`src/rtl/alu_fe_pkg.sv`:
```
// Shared types and constants for the ALU UART front end.
// The optional ALU_FE_CHECKSUM_EN macro adds a checksum transmit state.
package alu_fe_pkg;

    localparam logic [3:0] SYNC_NIBBLE = 4'hA;

    localparam int                    RX_BIT_W    = 3;
    localparam logic [RX_BIT_W-1:0]   RX_LAST_BIT = 3'd7;
    localparam int                    TX_BIT_W    = 4;
    localparam logic [TX_BIT_W-1:0]   TX_LAST_BIT = 4'd9;

    typedef enum logic [2:0] {
        ST_WAIT_OP,
        ST_WAIT_OPND,
        ST_ISSUE,
        ST_SETTLE,
`ifdef ALU_FE_CHECKSUM_EN
        ST_SEND,
        ST_SEND_CKS
`else
        ST_SEND
`endif
    } fe_state_e;

    typedef enum logic [1:0] {
        RX_IDLE,
        RX_START,
        RX_DATA,
        RX_STOP
    } rx_state_e;

endpackage

```
`src/rtl/alu_fe_uart_tx.sv`:
```
// 8N1 UART transmitter: start loads a 10-bit frame, done pulses in the last stop-bit cycle.
// A start arriving together with done chains the next byte with no idle gap.
module alu_fe_uart_tx
    import alu_fe_pkg::*;
#(
    parameter int CLKS_PER_BIT = 16
) (
    input  logic       clk,
    input  logic       rst,
    input  logic       start_i,
    input  logic [7:0] data_i,
    output logic       tx_o,
    output logic       done_o
);
    localparam int            CW      = $clog2(CLKS_PER_BIT);
    localparam logic [CW-1:0] BIT_END = CW'(CLKS_PER_BIT - 1);

    logic                busy_q;
    logic [TX_BIT_W-1:0] idx_q;
    logic [CW-1:0]       cnt_q;
    logic [9:0]          shift_q;

    assign done_o = busy_q && (idx_q == TX_LAST_BIT) && (cnt_q == BIT_END);
    assign tx_o   = busy_q ? shift_q[0] : 1'b1;

    always_ff @(posedge clk) begin
        if (rst) begin
            busy_q  <= 1'b0;
            idx_q   <= '0;
            cnt_q   <= '0;
            shift_q <= '1;
        end else if (start_i && (!busy_q || done_o)) begin
            busy_q  <= 1'b1;
            idx_q   <= '0;
            cnt_q   <= '0;
            shift_q <= {1'b1, data_i, 1'b0};
        end else if (busy_q) begin
            if (cnt_q == BIT_END) begin
                cnt_q   <= '0;
                shift_q <= {1'b1, shift_q[9:1]};
                if (idx_q == TX_LAST_BIT) busy_q <= 1'b0;
                else                      idx_q  <= idx_q + 1'b1;
            end else begin
                cnt_q <= cnt_q + 1'b1;
            end
        end
    end

endmodule

```
`src/rtl/alu_uart_frontend.sv`:
```
// UART command front end for the 4-bit ALU: RX, frame FSM, ALU capture, result transmit.
// Define ALU_FE_CHECKSUM_EN to append a checksum byte (byte0 ^ byte1 ^ result).
module alu_uart_frontend
    import alu_fe_pkg::*;
#(
    parameter int CLKS_PER_BIT  = 16,
    parameter int SETTLE_CYCLES = 1
) (
    input  logic       clk,
    input  logic       rst,
    input  logic       rx_i,
    output logic       tx_o,
    output logic [3:0] alu_opcode_o,
    output logic [7:0] alu_operand_o,
    input  logic [7:0] alu_result_i,
    output logic       busy_o,
    output logic       frame_err_o,
    output logic       overrun_o
);
    localparam int            CW         = $clog2(CLKS_PER_BIT);
    localparam logic [CW-1:0] BIT_END    = CW'(CLKS_PER_BIT - 1);
    localparam logic [CW-1:0] HALF_END   = CW'(CLKS_PER_BIT / 2 - 1);
    localparam int            SW         = $clog2(SETTLE_CYCLES + 1);
    localparam logic [SW-1:0] SETTLE_END = SW'(SETTLE_CYCLES - 1);

    logic                rx_s1_q, rx_s2_q, rx_prev_q;
    rx_state_e           rx_st_q;
    logic [CW-1:0]       rx_cnt_q;
    logic [RX_BIT_W-1:0] rx_bit_q;
    logic [7:0]          rx_sh_q;
    logic                rx_brk_q, rx_vld_q, rx_ferr_q;

    fe_state_e           state_q, state_d;
    logic [3:0]          op_pend_q, alu_opcode_q;
    logic [7:0]          opnd_pend_q, alu_operand_q;
    logic [SW-1:0]       settle_q;
    logic                ovr_q;
    logic                tx_start, tx_done;
    logic [7:0]          tx_data;

    // After a bad stop bit the start re-check waits a full bit, so a held-low
    // line keeps a strict 10-bit cadence and a released line returns to idle.
    always_ff @(posedge clk) begin
        if (rst) begin
            rx_s1_q   <= 1'b1;
            rx_s2_q   <= 1'b1;
            rx_prev_q <= 1'b1;
            rx_st_q   <= RX_IDLE;
            rx_cnt_q  <= '0;
            rx_bit_q  <= '0;
            rx_sh_q   <= '0;
            rx_brk_q  <= 1'b0;
            rx_vld_q  <= 1'b0;
            rx_ferr_q <= 1'b0;
        end else begin
            rx_s1_q   <= rx_i;
            rx_s2_q   <= rx_s1_q;
            rx_prev_q <= rx_s2_q;
            rx_vld_q  <= 1'b0;
            rx_ferr_q <= 1'b0;
            case (rx_st_q)
                RX_IDLE: if (rx_prev_q && !rx_s2_q) begin
                    rx_st_q  <= RX_START;
                    rx_cnt_q <= '0;
                    rx_brk_q <= 1'b0;
                end
                RX_START: if (rx_cnt_q == (rx_brk_q ? BIT_END : HALF_END)) begin
                    rx_cnt_q <= '0;
                    rx_bit_q <= '0;
                    rx_st_q  <= rx_s2_q ? RX_IDLE : RX_DATA;
                end else rx_cnt_q <= rx_cnt_q + 1'b1;
                RX_DATA: if (rx_cnt_q == BIT_END) begin
                    rx_cnt_q <= '0;
                    rx_sh_q  <= {rx_s2_q, rx_sh_q[7:1]};
                    rx_bit_q <= rx_bit_q + 1'b1;
                    if (rx_bit_q == RX_LAST_BIT) rx_st_q <= RX_STOP;
                end else rx_cnt_q <= rx_cnt_q + 1'b1;
                RX_STOP: if (rx_cnt_q == BIT_END) begin
                    rx_cnt_q <= '0;
                    if (rx_s2_q) begin
                        rx_vld_q <= 1'b1;
                        rx_st_q  <= RX_IDLE;
                    end else begin
                        rx_ferr_q <= 1'b1;
                        rx_brk_q  <= 1'b1;
                        rx_st_q   <= RX_START;
                    end
                end else rx_cnt_q <= rx_cnt_q + 1'b1;
                default: rx_st_q <= RX_IDLE;
            endcase
        end
    end

`ifdef ALU_FE_CHECKSUM_EN
    logic [7:0] res_q;
    logic [7:0] cks;
    assign cks = {SYNC_NIBBLE, alu_opcode_q} ^ alu_operand_q ^ res_q;
`endif

    always_ff @(posedge clk) begin
        if (rst) state_q <= ST_WAIT_OP;
        else     state_q <= state_d;
    end

    // The result is handed to the TX shift register in the same cycle it is sampled.
    always_comb begin
        state_d  = state_q;
        tx_start = 1'b0;
        tx_data  = alu_result_i;
        case (state_q)
            ST_WAIT_OP:   if (rx_vld_q && rx_sh_q[7:4] == SYNC_NIBBLE) state_d = ST_WAIT_OPND;
            ST_WAIT_OPND: if (rx_vld_q)       state_d = ST_ISSUE;
                          else if (rx_ferr_q) state_d = ST_WAIT_OP;
            ST_ISSUE:     state_d = ST_SETTLE;
            ST_SETTLE:    if (settle_q == SETTLE_END) begin
                state_d  = ST_SEND;
                tx_start = 1'b1;
            end
`ifdef ALU_FE_CHECKSUM_EN
            ST_SEND:      if (tx_done) begin
                state_d  = ST_SEND_CKS;
                tx_start = 1'b1;
                tx_data  = cks;
            end
            ST_SEND_CKS:  if (tx_done) state_d = ST_WAIT_OP;
`else
            ST_SEND:      if (tx_done) state_d = ST_WAIT_OP;
`endif
            default:      state_d = ST_WAIT_OP;
        endcase
    end

    assign busy_o = (state_q != ST_WAIT_OP) && (state_q != ST_WAIT_OPND);

    always_ff @(posedge clk) begin
        if (rst) begin
            op_pend_q     <= '0;
            opnd_pend_q   <= '0;
            alu_opcode_q  <= '0;
            alu_operand_q <= '0;
            settle_q      <= '0;
            ovr_q         <= 1'b0;
`ifdef ALU_FE_CHECKSUM_EN
            res_q         <= '0;
`endif
        end else begin
            ovr_q <= rx_vld_q && busy_o;
            if (state_q == ST_WAIT_OP && rx_vld_q)   op_pend_q   <= rx_sh_q[3:0];
            if (state_q == ST_WAIT_OPND && rx_vld_q) opnd_pend_q <= rx_sh_q;
            if (state_q == ST_ISSUE) begin
                alu_opcode_q  <= op_pend_q;
                alu_operand_q <= opnd_pend_q;
                settle_q      <= '0;
            end
            if (state_q == ST_SETTLE) begin
                settle_q <= settle_q + 1'b1;
`ifdef ALU_FE_CHECKSUM_EN
                if (settle_q == SETTLE_END) res_q <= alu_result_i;
`endif
            end
        end
    end

    assign alu_opcode_o  = alu_opcode_q;
    assign alu_operand_o = alu_operand_q;
    assign frame_err_o   = rx_ferr_q;
    assign overrun_o     = ovr_q;

    alu_fe_uart_tx #(
        .CLKS_PER_BIT(CLKS_PER_BIT)
    ) u_tx (
        .clk    (clk),
        .rst    (rst),
        .start_i(tx_start),
        .data_i (tx_data),
        .tx_o   (tx_o),
        .done_o (tx_done)
    );

endmodule

```
`config.mk`:
```
export PLATFORM = sky130hd
export DESIGN_NAME = alu_uart_frontend
export DESIGN_NICKNAME = d
export VERILOG_FILES = /design/src/rtl/alu_fe_pkg.sv /design/src/rtl/alu_fe_uart_tx.sv /design/src/rtl/alu_uart_frontend.sv
export SDC_FILE = /design/constraint.sdc
export NUM_CORES = 1
export LEC_CHECK = 0
export ABC_CLOCK_PERIOD_IN_PS = 2300
export CORE_MARGIN = 5
export CORE_UTILIZATION = 50
export DETAILED_ROUTE_END_ITERATION = 10
export GPL_TIMING_DRIVEN = 0
export PLACE_DENSITY = 0.75
export SETUP_SLACK_MARGIN = 0.2
export SKIP_LAST_GASP = 1
export SLEW_MARGIN = 10
export SYNTH_ARGS = -nofsm -noshare
export SYNTH_HDL_FRONTEND = slang
export SYNTH_HIERARCHICAL = 1
export SYNTH_SLANG_ARGS = --single-unit
```
`constraint.sdc`:
```
create_clock -name clk -period 2.3 [get_ports clk]
set_input_delay 0.46 -clock clk [delete_from_list [all_inputs] [get_ports clk]]
set_output_delay 0.46 -clock clk [all_outputs]
set_load 0.05 [all_outputs]
```
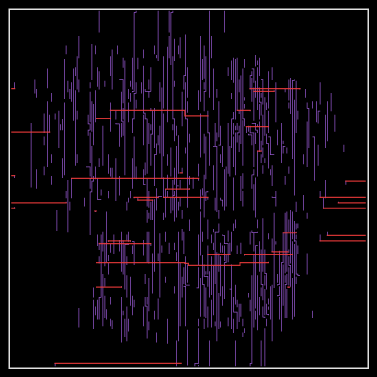
*Signal wires by layer, run 1*
Scale: 4 px per µm. Two of the layers only.
M3: marked red, wire length 319 µm. M2: marked purple, wire length 2980 µm.

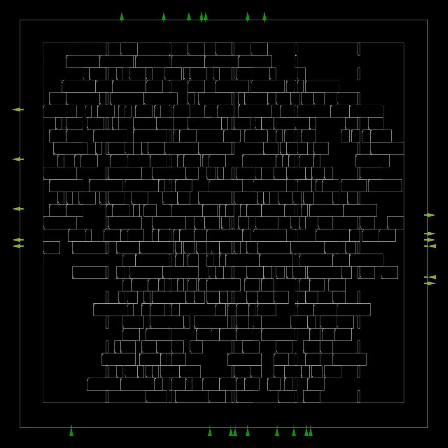
*Placement view, run 1*
Row Count: 29
FILL cells: 552
non-filler cells, final: 442
sequential portion of the cell area: 37.91%

==> Changelog: implementation, run 1 <==
### Metrics

* Status: finished, final reports clean
* Layout cell share with drive strength beyond 1 at 13.42%
* Clock transition at path regs at 0.08 ns
* Crit Path Category: reg -> out
* Startpoint types: register
* Synth Seq Share at 44.52%
* Ys flops at 70
* CP max FO at 10
* Flop Count at 70
* CTS sink cnt at 70
* Worst stage delay on the critical path at 0.45 ns
* # Cells Yosys at 323
* Die y size at 89.35 µm
* Core area at 6241 µm²
* Dpl ws at -0.06447 ns
* WP data required at 1.84 ns
* Detailed Route Iter0 Violations at 127
* Largest net degree at the start of global routing at 14
* Hold Crit Class: reg -> reg
* Final Wtd Congestion at 0.8410
* First-pass GRT wire length at 10920 µm
* Final Max Slew Viols at 0
* CP Buf/Inv Count at 2
* Initial antenna violation count at 0
* PortBufs at 26
* Fp_density at 50.44%
* Post-synthesis area per instance at 9.746 µm²
* Clock H-tree levels at 3
* First-pass detailed-route iteration total at 4
* RSZ-0062 raised after global routing: false
* Clock Path Buffers at 2
* Logic area at 1617 µm²
* Total global routing overflow at 0
* Worst-Skew Late Latency at 0.34 ns
* Vias in the first global route at 2359
* Wire per inst at 14.48 µm
* CTS tree: yes
* Pwr Total at 2.185 mW
* Root Buffer: clkbuf_8
* Hold Slack at 0.4002 ns
* Util after Layout at 59.28%
* Clock network area share at 4.937%
* Final wirelength at 6399 µm
* Unique cell types at 57
* Ys Warns at 6
* Fin crit share at 87.92%
* Mapped Cells at 323
* Area fraction in mux cells at 13.35%
* Total CTS buffers at 9
* Largest class: logic gates
* Setup Fix Bufs, Post-CTS at 0
* Mapped cell area at 3148 µm²
* Final Critical Period at 2.022 ns
* DIE WIDTH at 89.35 µm
* Hold Vio Cnt, Final at 0
* Post-route ant nets at 0
* Worst VDD drop at 0.3280 mV
* Dpl hpwl at 4402 µm
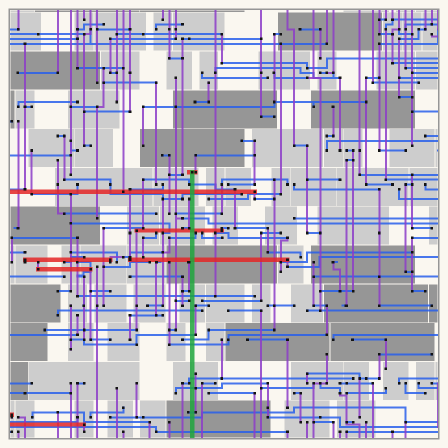
*Close-up of the layout, run 1*
Region (30, 30) to (60, 60) µm. Cells in gray, sequential cells in the stronger gray; small squares are vias.
M2: marked purple. M3: marked red. M4: marked green. M1: marked blue.
Netlist names of flops here include rx_sh_q (2), state_q (2), u_tx/shift_q (2). Most frequent: nor2_1 (13), dfxtp_1 (11), clkbuf_1 (6). 76 logic cells have their middle in the window. Sequential cells in the window: 12.

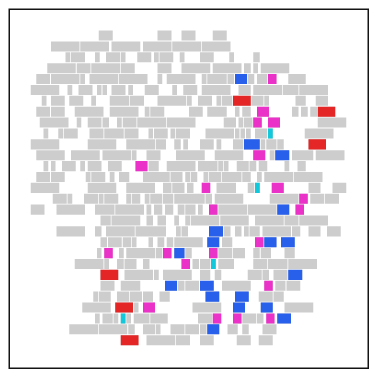
*Logic cells by family, run 1*
Scale: 4 px per µm.
fa/ha/maj cells: marked red, cells 6. and/or cells: marked magenta, cells 21. inv cells: marked cyan, cells 4. non-inverting ao/oa cells: marked blue, cells 18.

run 1: cells in the mapped netlist, drive strengths merged:
cell,instances,area (µm²)
o2111ai,1,8.760
nor3b,10,91.34
nand3b,3,22.52
a31o,7,61.31
and4,2,17.52
nand2,8,30.03
xor2,2,17.52
or2,6,37.54
nand3,3,15.01
a32o,1,10.01
and2,1,6.260
dfxtp,70,1401
nor2b,2,12.51
nor4,1,6.260
a2111oi,1,8.760
nor2,59,234.0
a311oi,2,23.77
o32a,7,70.07
xnor2,4,35.03
o21ai,5,28.78
mux2i,42,420.4
a22oi,2,15.01
and2b,1,8.760
o21bai,1,7.510
a21o,1,7.510
or3,8,50.05
nand2b,3,18.77
a21oi,14,73.82
clkbuf,10,37.54
a211oi,3,27.52
nor4b,1,8.760
nor3,11,55.05
nand4,1,21.27
buf,10,85.08
a31oi,3,18.77
and3b,3,26.28
ha,6,75.07
inv,4,15.01
a2bb2oi,1,8.760
a2111o,1,11.26
a211o,1,8.760
a221oi,1,8.760
run 1: placed cells by master, fill, tap and decap left out, types with 3 or more instances in the layout:
master | Yosys | routed
and3b_1 | 3 | 3
inv_1 | 3 | 3
clkbuf_8 | 0 | 10
xnor2_1 | 4 | 4
clkdlybuf4s50_1 | 0 | 24
nand3b_1 | 3 | 3
nand2b_1 | 3 | 3
clkbuf_1 | 10 | 7
nor3b_1 | 8 | 8
or3_1 | 8 | 8
a31oi_1 | 3 | 3
nor2_1 | 56 | 55
or2_1 | 5 | 5
a21oi_1 | 13 | 13
a31o_2 | 5 | 5
o32a_1 | 7 | 7
clkinvlp_4 | 0 | 3
mux2i_1 | 42 | 42
nand2_1 | 8 | 8
ha_1 | 6 | 6
dfxtp_1 | 70 | 69
nor3_1 | 11 | 10
nand3_1 | 3 | 3
buf_2 | 4 | 4
buf_4 | 3 | 4
nor2_2 | 2 | 3
run 1: report_power, final:
| part | switching (mW) | total [mW] | internal (mW) |
|---|---|---|---|
| Sequential | 0.00290 | 1.22 | 1.21 |
| Combinational | 0.0368 | 0.0628 | 0.0260 |
| Clock | 0.479 | 0.905 | 0.426 |
run 1: final timing paths:
kind,from,endpoint,slack (ns),cells after the start
setup / recovery,u_tx/busy_q,tx_o,0.28,3
hold / removal,rx_s1_q,rx_s2_q,0.40,1
setup reg to reg,state_q[2],u_tx/shift_q[7],0.33,7
hold reg to reg,rx_s1_q,rx_s2_q,0.40,1
run 1: state kept, by name, indices dropped and copies added, names as in the netlist, 3 cells and up, named ones only:
| register | count |
|---|---|
| alu_opcode_o | 4 |
| alu_operand_o | 8 |
| op_pend_q | 4 |
| opnd_pend_q | 8 |
| rx_bit_q | 3 |
| rx_cnt_q | 4 |
| rx_sh_q | 8 |
| state_q | 3 |
| u_tx/cnt_q | 4 |
| u_tx/idx_q | 4 |
| u_tx/shift_q | 9 |
run 1: routing by layer:
metal | wire [µm] | track usage, % | up-vias
met5 | 0 | 0 | -
met4 | 98 | 7.848 | 0
met3 | 319 | 4.885 | 8
met2 | 2982 | 27.13 | 55
met1 | 2999 | 23.45 | 1156
li1 | - | - | 1235
==> inputs of run 2 (changes only) <==
Settings changed: ABC_AREA set to 0, SLEW_MARGIN 10 to 20.
==> Changelog: implementation, run 2 <==
### Metrics

* Synth cell count leaders: 70 x dfxtp_1, 56 x nor2_1, 42 x mux2i_1, 13 x a21oi_1, 11 x nor3_1
* FFs w/ async S/R, synth at 0% (unchanged)
* Main area contributors: dfxtp_1 45%, mux2i_1 13%, nor2_1 6.7%
* Final setup viols at 0
* Commonest Layout Cell: dfxtp_1
* Total global routing overflow at 0 (unchanged)
* Detailed Route Iter0 Violations at 127 (unchanged)
* Final Max Slew Viols at 0 (unchanged)
* Die y size at 89.35 µm (unchanged)
* Top-area cell share at 44.52% (unchanged)
* Hold Vio Cnt, Final at 0 (unchanged)
* Hold_buf cts at 0
* Startpoint types: register
* RSZ-0062 raised after global routing: false
* Post-route ant nets at 0 (unchanged)
* Mapped Cells at 323 (unchanged)
* CTS sink cnt at 70 (unchanged)
* Vias in the first global route at 2359 (unchanged)
* Clock transition at path regs at 0.08 ns (about the same)
* Area leader, netlist: dfxtp_1
* Clock H-tree levels at 3 (unchanged)
* Routed vias/inst at 5.552
* DIE WIDTH at 89.35 µm (unchanged)
* Final Critical Period at 2.022 ns (unchanged)
* Synth Seq Share at 44.52% (unchanged)
* Hold Path Origin: rx_s1_q
* Dpl ws at -0.06447 ns (unchanged)
* Most flop-heavy register: u_tx/shift_q
* Post-synthesis area per instance at 9.746 µm² (unchanged)
* Largest register FFs at 9 (unchanged)
* Largest net degree at the start of global routing at 14 (unchanged)
* Wire per inst at 14.48 µm (unchanged)
* Status: finished, final reports clean
* CTS tree: yes
* Unique cell types at 57 (unchanged)
* Flip-flops with a built-in enable at 0 (unchanged)
* First-pass detailed-route iteration total at 4 (unchanged)
* Row Count at 29 (unchanged)
* Hold Crit Class: reg -> reg
* Fin crit share at 87.92% (unchanged)
* FF-to-FF Start: state_q[2]
* Total CTS buffers at 9 (unchanged)
* Layout cell share with drive strength beyond 1 at 13.42% (unchanged)
* Worst setup startpoint: u_tx/busy_q
* Crit Path Category: reg -> out
* Worst VDD drop at 0.3280 mV (unchanged)
* Setup Fix Bufs, Post-CTS at 0 (unchanged)
* Mapped cell area at 3148 µm² (unchanged)
* Ys flops at 70 (unchanged)
* Initial antenna violation count at 0 (unchanged)
* Root Buffer: clkbuf_8
* Non-filler cells, final at 442 (unchanged)
* CP max FO at 10 (unchanged)
* Most frequent logic cells in the routed design: 69 x dfxtp_1, 55 x nor2_1, 42 x mux2i_1
* Core area at 6241 µm² (unchanged)
* WP data required at 1.84 ns (about the same)
* Final wirelength at 6399 µm (unchanged)
* Final Wtd Congestion at 0.8410 (unchanged)
* PortBufs at 26 (unchanged)
* First-pass GRT wire length at 10920 µm (unchanged)
* Dpl hpwl at 4402 µm (unchanged)
* Ys Warns at 6 (unchanged)
* Worst-Skew Late Latency at 0.34 ns (about the same)
* Pwr Total at 2.185 mW (unchanged)
[run 2: layout make-up]
type	count	area, µm²
multi-input cells	229	1617
well taps	77	96.34
plain buffers	20	128.9
flip-flops and latches	70	1403
clock inverters	6	45.04
clock buffers	10	137.6
inverters	4	15.01
fillers	552	2541
repair buffers	26	257.7
[run 2: through the flow]
stage	cell area [µm²]	hold slack (ns)	utilization, %
floorplan	3148	0.3832	-
global placement	3505	0.3896	56.15
detailed placement	3505	0.3935	56.15
CTS	3689	0.4046	59.10
global route	3700	0.4118	59.28
finish	3700	0.4002	59.28
[run 2: repair_timing]
action                                  4_1_cts  5_1_grt
gates cloned                                  0        0
resized                                       4        8
endpoints found under the setup margin        4       14
[run 2: final timing paths]
kind	end	slack [ns]	cells past startpoint
max	tx_o	0.28	3
min	rx_s2_q	0.40	1
max reg2reg	u_tx/shift_q[7]	0.33	7
min reg2reg	rx_s2_q	0.40	1
[run 2: report_power, final]
group	total [mW]	switching, mW	internal, mW
Sequential	1.22	0.00290	1.21
Clock	0.905	0.479	0.426
Combinational	0.0628	0.0368	0.0260
Total	2.19	0.518	1.67
[run 2: logic make-up (layout without fill, tap and decap cells)]
group | count (synthesis) | in the layout | share of synthesized area, %
mux | 42 | 42 | 13.35
compound gates | 52 | 52 | 12.68
fa+ha+maj | 6 | 6 | 2.385
simple gates | 123 | 123 | 21.03
buf+inv | 24 | 66 | 4.372
flops | 70 | 70 | 44.51
xor+xnor | 6 | 6 | 1.669
[run 2: critical path, stage by stage, from the launching register on]
cell and delay [ns]:
dfxtp_1 0.45, buf_2 0.28, nand2b_1 0.07, dlygate4sd2_1 0.42
[run 2: layer usage]
layer  vias to the layer above  track usage (%)  part of all wire (%)
met1                      1156            23.45                    47
met4                         0            7.848                   1.5
met3                         8            4.885                   5.0
li1                       1235                -                     -
met5                         -                0                     0
met2                        55            27.13                    47
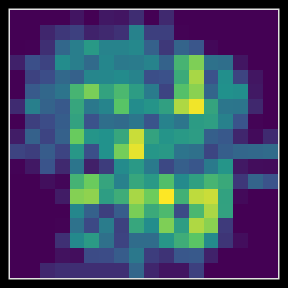
*Wire density map, run 2*
Scale: 3 px per µm. 18 x 18 tiles, from dark purple (low) to yellow (high), scaled to the fullest tile. Values are wire area over tile area, all layers added.
The mean over all tiles is 0.13. The emptiest ninth of the die: bottom left. 25% of the tiles are nearly empty. 23% of the tiles are over half the peak.

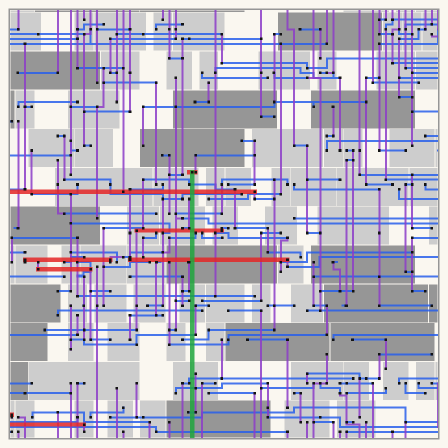
*Close-up of the layout, run 2*
Region (30, 30) to (60, 60) µm. Cells in gray, sequential cells in the stronger gray; small squares are vias.
M2: marked purple. M4: marked green. M1: marked blue. M3: marked red.
Most frequent: nor2_1 (13), dfxtp_1 (11), clkbuf_1 (6). 76 logic cells have their middle in the window. Sequential cells in the window: 12. Netlist names of flops here include rx_sh_q (2), state_q (2), u_tx/shift_q (2).

Power figures rest on the tool's default switching activity, not on a simulated workload.
